class_map.png
Drawn at 4 px/um.
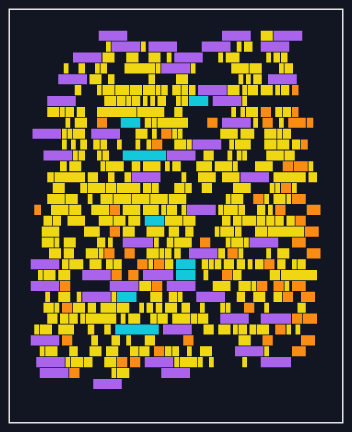
m3.png
Drawn at 3 px/um. Cells faint in the background.
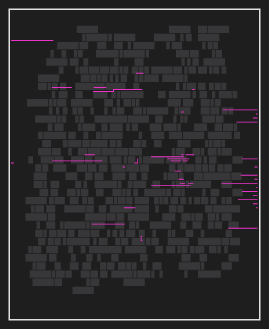
sizing.png
Drawn at 4 px/um.
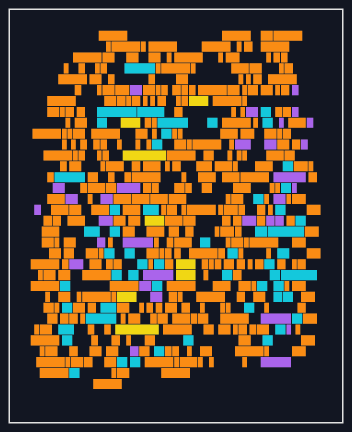
ff_map.png
Drawn at 4 px/um. Other sequential cells in the stronger gray, the rest of the logic in the fainter gray.
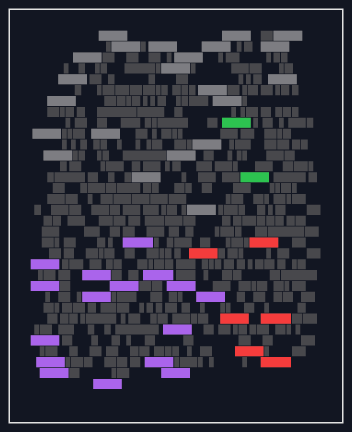
<file path="src/rtl/sdf_pkg.sv">
// Shared types and helpers for the radix-2^2 SDF stage sequencers.
package sdf_pkg;

    typedef enum logic [1:0] {
        IDLE  = 2'd0,
        RUN   = 2'd1,
        PAD   = 2'd2,
        DRAIN = 2'd3
    } sdf_state_t;

    // (cnt - off) mod 2^logs
    function automatic logic [31:0] phase_sub(input logic [31:0] cnt,
                                              input logic [31:0] off,
                                              input int          logs);
        return (cnt - off) & ((32'd1 << logs) - 32'd1);
    endfunction

    // (q * r * tws) mod 2^logn, product formed wide then truncated
    function automatic logic [31:0] tw_index(input logic [31:0] q,
                                             input logic [31:0] r,
                                             input logic [31:0] tws,
                                             input int          logn);
        logic [63:0] prod;
        prod = 64'(q) * 64'(r) * 64'(tws);
        return prod[31:0] & ((32'd1 << logn) - 32'd1);
    endfunction

endpackage

</file>
<file path="src/rtl/sdf_stage_ctrl_if.sv">
// Handshake and datapath-control bundle between a stage sequencer and its
// upstream source / datapath.
interface sdf_stage_ctrl_if #(parameter int LOGN = 6);
    logic            enable_in;
    logic            flush;
    logic            in_ready;
    logic            adv;
    logic            bf1_sel;
    logic            bf2_sel;
    logic            mj_sel;
    logic [LOGN-1:0] tw_addr;
    logic            enable_out;
    logic            busy;
    logic            flush_done;

    // upstream / datapath side
    modport master (
        output enable_in, flush,
        input  in_ready, adv, bf1_sel, bf2_sel, mj_sel, tw_addr,
               enable_out, busy, flush_done
    );

    // sequencer side
    modport slave (
        input  enable_in, flush,
        output in_ready, adv, bf1_sel, bf2_sel, mj_sel, tw_addr,
               enable_out, busy, flush_done
    );
endinterface

</file>
<file path="src/rtl/sdf_tw_addr_gen.sv">
// Combinational twiddle ROM address from the stage's p3 phase.
module sdf_tw_addr_gen
    import sdf_pkg::*;
#(
    parameter int N = 64,
    parameter int S = 64
) (
    input  logic [$clog2(S)-1:0] p3_i,
    output logic [$clog2(N)-1:0] tw_addr_o
);
    localparam int LOGN = $clog2(N);
    localparam int LOGS = $clog2(S);
    localparam int TWS  = N / S;

    generate
        if (S == 4) begin : g_trivial
            assign tw_addr_o = '0;
        end else begin : g_rom
            logic [1:0] q;
            // quarter index is bit-reversed (quarter 1 <-> 2) to match the
            // radix-2^2 exponent order 0,2,1,3
            always_comb begin
                q         = {p3_i[LOGS-2], p3_i[LOGS-1]};
                tw_addr_o = LOGN'(tw_index(32'(q), 32'(p3_i[LOGS-3:0]),
                                           32'(TWS), LOGN));
            end
        end
    endgenerate
endmodule

</file>
<file path="src/rtl/sdf_stage_ctrl.sv">
// Sample-counter FSM for one radix-2^2 SDF stage: advance/select/twiddle
// control plus a pad-then-drain flush handshake.
module sdf_stage_ctrl
    import sdf_pkg::*;
#(
    parameter int N = 64,
    parameter int S = 64
) (
    input  logic             clk,
    input  logic             rst,
    sdf_stage_ctrl_if.slave  bus
);
    localparam int LOGN = $clog2(N);
    localparam int LOGS = $clog2(S);
    localparam int L    = 3 * S / 4;
    localparam int DW   = $clog2(L);

    sdf_state_t      state_q, state_d;
    logic [LOGS-1:0] cnt_q;
    logic [15:0]     tot_q, r_q;
    logic [DW-1:0]   dcnt_q;

    logic            in_ready, adv, fdone, real_s, eo;
    logic [LOGS-1:0] cnt_inc, cnt_post, p2, p3;
    logic [LOGN-1:0] tw;

    assign cnt_inc = cnt_q + 1'b1;

    // phase views of the sample counter
    always_comb begin
        p2 = LOGS'(phase_sub(32'(cnt_q), 32'(S / 2), LOGS));
        p3 = LOGS'(phase_sub(32'(cnt_q), 32'(L), LOGS));
    end

    sdf_tw_addr_gen #(.N(N), .S(S)) u_tw (
        .p3_i      (p3),
        .tw_addr_o (tw)
    );

    // next state, handshake and advance
    always_comb begin
        state_d  = state_q;
        in_ready = 1'b0;
        adv      = 1'b0;
        real_s   = 1'b0;
        fdone    = 1'b0;
        cnt_post = cnt_q;
        case (state_q)
            IDLE: begin
                in_ready = 1'b1;
                adv      = bus.enable_in;
                real_s   = bus.enable_in;
                if (bus.enable_in) state_d = RUN;
            end
            RUN: begin
                in_ready = 1'b1;
                adv      = bus.enable_in;
                real_s   = bus.enable_in;
                cnt_post = adv ? cnt_inc : cnt_q;
                if (bus.flush) state_d = (cnt_post != '0) ? PAD : DRAIN;
            end
            PAD: begin
                adv = 1'b1;
                if (cnt_inc == '0) state_d = DRAIN;
            end
            DRAIN: begin
                adv = 1'b1;
                if (dcnt_q == DW'(L - 1)) begin
                    fdone   = 1'b1;
                    state_d = IDLE;
                end
            end
            default: state_d = IDLE;
        endcase
    end

    // output i is input i-L, so it is real only if that input was real
    assign eo = adv && (tot_q >= 16'(L)) && ((tot_q - 16'(L)) < r_q);

    // drive the bundle; everything is forced low while in reset
    always_comb begin
        bus.in_ready   = in_ready;
        bus.adv        = adv;
        bus.bf1_sel    = cnt_q[LOGS-1];
        bus.bf2_sel    = p2[LOGS-2];
        bus.mj_sel     = p2[LOGS-1] & p2[LOGS-2];
        bus.tw_addr    = tw;
        bus.enable_out = eo;
        bus.busy       = (state_q != IDLE);
        bus.flush_done = fdone;
        if (rst) begin
            bus.in_ready   = 1'b0;
            bus.adv        = 1'b0;
            bus.bf1_sel    = 1'b0;
            bus.bf2_sel    = 1'b0;
            bus.mj_sel     = 1'b0;
            bus.tw_addr    = '0;
            bus.enable_out = 1'b0;
            bus.busy       = 1'b0;
            bus.flush_done = 1'b0;
        end
    end

    // state and counters; counters move only on adv, cleared at end of flush
    always_ff @(posedge clk) begin
        if (rst) begin
            state_q <= IDLE;
            cnt_q   <= '0;
            tot_q   <= '0;
            r_q     <= '0;
            dcnt_q  <= '0;
        end else begin
            state_q <= state_d;
            if (fdone) begin
                cnt_q  <= '0;
                tot_q  <= '0;
                r_q    <= '0;
                dcnt_q <= '0;
            end else if (adv) begin
                cnt_q <= cnt_inc;
                if (tot_q != 16'hFFFF) tot_q <= tot_q + 16'd1;
                if (real_s && r_q != 16'hFFFF) r_q <= r_q + 16'd1;
                if (state_q == DRAIN) dcnt_q <= dcnt_q + 1'b1;
            end
        end
    end
endmodule
</file>
<file path="src/flat_wrapper.sv">
// flat-port wrapper written by rule: the top's interface ports become plain ports
module sdf_stage_ctrl_flat import sdf_pkg::*;
#(
    parameter int N = 64,
    parameter int S = 64
)
  (clk, rst, bus_enable_in, bus_flush, bus_in_ready, bus_adv, bus_bf1_sel, bus_bf2_sel, bus_mj_sel, bus_tw_addr, bus_enable_out, bus_busy, bus_flush_done);
  sdf_stage_ctrl_if bus_i ();
  input  logic clk;
  input  logic rst;
  input wire logic [$bits(bus_i.enable_in)-1:0] bus_enable_in;
  input wire logic [$bits(bus_i.flush)-1:0] bus_flush;
  output wire logic [$bits(bus_i.in_ready)-1:0] bus_in_ready;
  output wire logic [$bits(bus_i.adv)-1:0] bus_adv;
  output wire logic [$bits(bus_i.bf1_sel)-1:0] bus_bf1_sel;
  output wire logic [$bits(bus_i.bf2_sel)-1:0] bus_bf2_sel;
  output wire logic [$bits(bus_i.mj_sel)-1:0] bus_mj_sel;
  output wire logic [$bits(bus_i.tw_addr)-1:0] bus_tw_addr;
  output wire logic [$bits(bus_i.enable_out)-1:0] bus_enable_out;
  output wire logic [$bits(bus_i.busy)-1:0] bus_busy;
  output wire logic [$bits(bus_i.flush_done)-1:0] bus_flush_done;
  assign bus_i.enable_in = bus_enable_in;
  assign bus_i.flush = bus_flush;
  assign bus_in_ready = bus_i.in_ready;
  assign bus_adv = bus_i.adv;
  assign bus_bf1_sel = bus_i.bf1_sel;
  assign bus_bf2_sel = bus_i.bf2_sel;
  assign bus_mj_sel = bus_i.mj_sel;
  assign bus_tw_addr = bus_i.tw_addr;
  assign bus_enable_out = bus_i.enable_out;
  assign bus_busy = bus_i.busy;
  assign bus_flush_done = bus_i.flush_done;
  sdf_stage_ctrl #(.N(N), .S(S)) u_core (.clk(clk), .rst(rst), .bus(bus_i));
endmodule
</file>
<file path="config.mk">
export PLATFORM = sky130hd
export DESIGN_NAME = sdf_stage_ctrl_flat
export DESIGN_NICKNAME = d
export VERILOG_FILES = /design/src/rtl/sdf_pkg.sv /design/src/rtl/sdf_stage_ctrl_if.sv /design/src/rtl/sdf_tw_addr_gen.sv /design/src/rtl/sdf_stage_ctrl.sv /design/src/flat_wrapper.sv
export SDC_FILE = /design/constraint.sdc
export NUM_CORES = 1
export LEC_CHECK = 0
export CORE_AREA = 5 5 78 98
export DETAILED_ROUTE_END_ITERATION = 10
export DIE_AREA = 0 0 83 103
export HOLD_SLACK_MARGIN = 0.08
export PLACE_DENSITY_LB_ADDON = 0.2
export SLEW_MARGIN = 20
export SYNTH_ARGS = -nofsm -noshare
export SYNTH_HDL_FRONTEND = slang
export SYNTH_HIERARCHICAL = 1
export SYNTH_SLANG_ARGS = --single-unit
</file>
<file path="constraint.sdc">
create_clock -name clk -period 3 [get_ports clk]
set_input_delay 0.75 -clock clk [delete_from_list [all_inputs] [get_ports clk]]
set_output_delay 0.75 -clock clk [all_outputs]
set_load 0.01 [all_outputs]
</file>
==> flow_summary.rst <==
Flow metrics
------------

.. list-table::
   :header-rows: 1

   * - Metric
     - Value
   * - Max-capacitance violation count
     - 0
   * - DIE AREA
     - 8549 um^2
   * - Warnings, synthesis
     - 6
   * - Clock buffers
     - 6
   * - Gate power share
     - 0.286
   * - Sequential fraction of total cell area
     - 0.2336
   * - Hold Path Depth
     - 2
   * - Non-clock buffer instance count of the final layout
     - 56
   * - Inst Count DP
     - 525
   * - Dpl ws
     - -557.7 ps
   * - OpenROAD warnings
     - 33
   * - Clock insertion delay at the later pin of the skew report
     - 300 ps
   * - Most frequently placed logic cell in the final layout
     - sky130_fd_sc_hd__nor2_1
   * - Critical path launch point type
     - flop
   * - Syn Area/Cell
     - slightly above 8 um^2
   * - Top cells by area in the synthesized netlist
     - sky130_fd_sc_hd__dfxtp_1, sky130_fd_sc_hd__ha_1, sky130_fd_sc_hd__nor2_1, sky130_fd_sc_hd__xnor2_1, sky130_fd_sc_hd__xor2_1
   * - Most instantiated library cell after synthesis
     - sky130_fd_sc_hd__nor2_1
   * - Unrepaired setup endpoints after global routing
     - yes
   * - DRT antenna net count
     - 0
   * - Final Net Count
     - roughly 480
   * - Multi-input gate share of total cell area
     - 0.5581
   * - Total combinational power
     - roughly 500 uW
   * - Flip-flops with a built-in enable
     - 0
   * - Critical path required time
     - between 2000 and 2500 ps
   * - Number of setup violations in the final report
     - 1
   * - Clock-pin slew on the worst setup and hold paths
     - around 90 ps
   * - Share of synthesized cell area in and-or and or-and compound cells
     - 0.1262
   * - Share of synthesized cell area in full adder, half adder and majority cells
     - 0.1195
   * - Total power
     - 1791 uW
   * - Die Y
     - 103 um
   * - Placeable core area
     - 6721 um^2
   * - Rel. slew slack
     - 0.5687
   * - Clock network fraction of total power
     - 0.318
   * - Worst-case hold slack
     - 494.8 ps
   * - Min-delay src
     - u_core/dcnt_q[5]
   * - CTS tree
     - yes
   * - Ys cells
     - 392
   * - Total number of H-tree levels
     - 2
   * - Violation count after the first detailed-route iteration
     - 97
   * - Num ports
     - 18
   * - Final tally of hold violations
     - 0
   * - Number of sequential cells
     - between 40 and 50
   * - Slew at the pin closest to its max-slew limit
     - around 650 ps
   * - Combinational gate area
     - 2212 um^2
   * - Post-layout period usage
     - 1.138
   * - GRT Overall Usage
     - 0.1868
   * - Top fanout value on the critical path
     - 4
   * - LEAKAGE
     - between 0.0015 and 0.002 uW
   * - Number of buffers on the longest clock path
     - 2
   * - Arrival time of the worst setup path
     - 2660 ps
   * - Number of vias per cell
     - 5.492
   * - Fill count
     - 666
   * - Clock buffers created by TritonCTS
     - 5
   * - Timing-limited maximum frequency
     - 0.2930 GHz
   * - Share of synthesized registers carrying an async set or reset
     - 0
   * - Type of destination of the critical path
     - output pin
   * - Area-dominant class
     - multi-input combinational cells
   * - Cell area after technology mapping
     - ~3200 um^2
   * - End-of-flow core utilization
     - 0.5897
   * - Depth of the worst register-to-register path
     - 7
   * - Power in sequential cells
     - slightly above 700 uW
   * - Initial Util
     - 0.4765
   * - Post-Synth XOR/XNOR Area
     - 0.1148
   * - Clock network power consumption
     - 570 uW
   * - Clock Root Buffer
     - sky130_fd_sc_hd__clkbuf_8
   * - Post-synthesis sequential area ratio
     - 0.2875
   * - Non-clock buffer share
     - 0.1111
   * - Worst min path class
     - flop to flop
   * - Top comb family, area
     - simple AND/OR/NAND/NOR gates
   * - Post-cts sizing count
     - 38
   * - Number of detailed-routing iterations run before antenna repair
     - 5
   * - Biggest power consumer among the groups
     - sequential cells
   * - Minimum setup slack in the final design
     - -413.4 ps
   * - Portion of synthesized cell area occupied by the leading cell type
     - 0.2875
   * - Pwr dens
     - 451.9 nW/um^2
   * - Leading cell types in the layout, fill and taps excluded
     - sky130_fd_sc_hd__nor2_1, sky130_fd_sc_hd__dfxtp_1, sky130_fd_sc_hd__buf_4, sky130_fd_sc_hd__inv_1, sky130_fd_sc_hd__ha_1
   * - Part of the power in registers
     - 0.396
   * - Minimum clock period
     - between 3000 and 4000 ps
   * - Total congestion overflow after global routing
     - 0
   * - Comb_multi_in
     - 302
   * - Post-route cell area
     - 3964 um^2
   * - Final wirelength
     - 7.781 mm
   * - Kind of critical path
     - flop to output pin
   * - Violations in the final reports
     - negative setup slack
   * - Outcome
     - finished, violations left
   * - Combined flip-flop and latch cell area
     - 925.9 um^2
-- class_map.png (at the start) --
- remaining logic cells: yellow (cells 335; share of their area 61%)
- registers: purple (cells 46; share of their area 24%)
- remaining buffers and delay cells: orange (cells 56; share of their area 11%)
- clock drivers and dummy loads: cyan (cells 8; share of their area 3.7%)

-- m3.png (at the start) --
- nets with wire on the layer: 34
- longest straight run: 16.3 um
- share of all routed wire: 2.5%

-- sizing.png (at the start) --
- x1 and smaller: orange (cells 351; share 79%)
- x6 and larger: yellow (cells 8; share 1.8%)
- x3 and x4: cyan (cells 55; share 12%)
- x2: purple (cells 31; share 7.0%)

-- ff_map.png (at the start) --
- u_core/tot_q: purple (placed flops 16)
- u_core/state_q: green (placed flops 2)
- u_core/cnt_q: red (placed flops 6; where bottom right)
- not colored: 22

worst max-delay path, cell delays in order, from the launching register on:
cell and delay [ps]:
sky130_fd_sc_hd__dfxtp_2 340, sky130_fd_sc_hd__a21oi_2 150, sky130_fd_sc_hd__nand2b_1 100, sky130_fd_sc_hd__or3_4 390, sky130_fd_sc_hd__nor2_4 100, sky130_fd_sc_hd__xor2_1 180
sky130_fd_sc_hd__ha_1 270, sky130_fd_sc_hd__a21oi_2 190, sky130_fd_sc_hd__nor3b_4 230, sky130_fd_sc_hd__o311ai_2 140, sky130_fd_sc_hd__a21oi_2 140, sky130_fd_sc_hd__buf_2 140
routing by layer:
metal / global-route usage / routed length, um
met1: 0.1939 / 3172
met2: 0.3821 / 4273
met3: 0.02558 / 191
met4: 0.06541 / 143
met5: 0 / 0
Power and IR drop assume default switching activity.
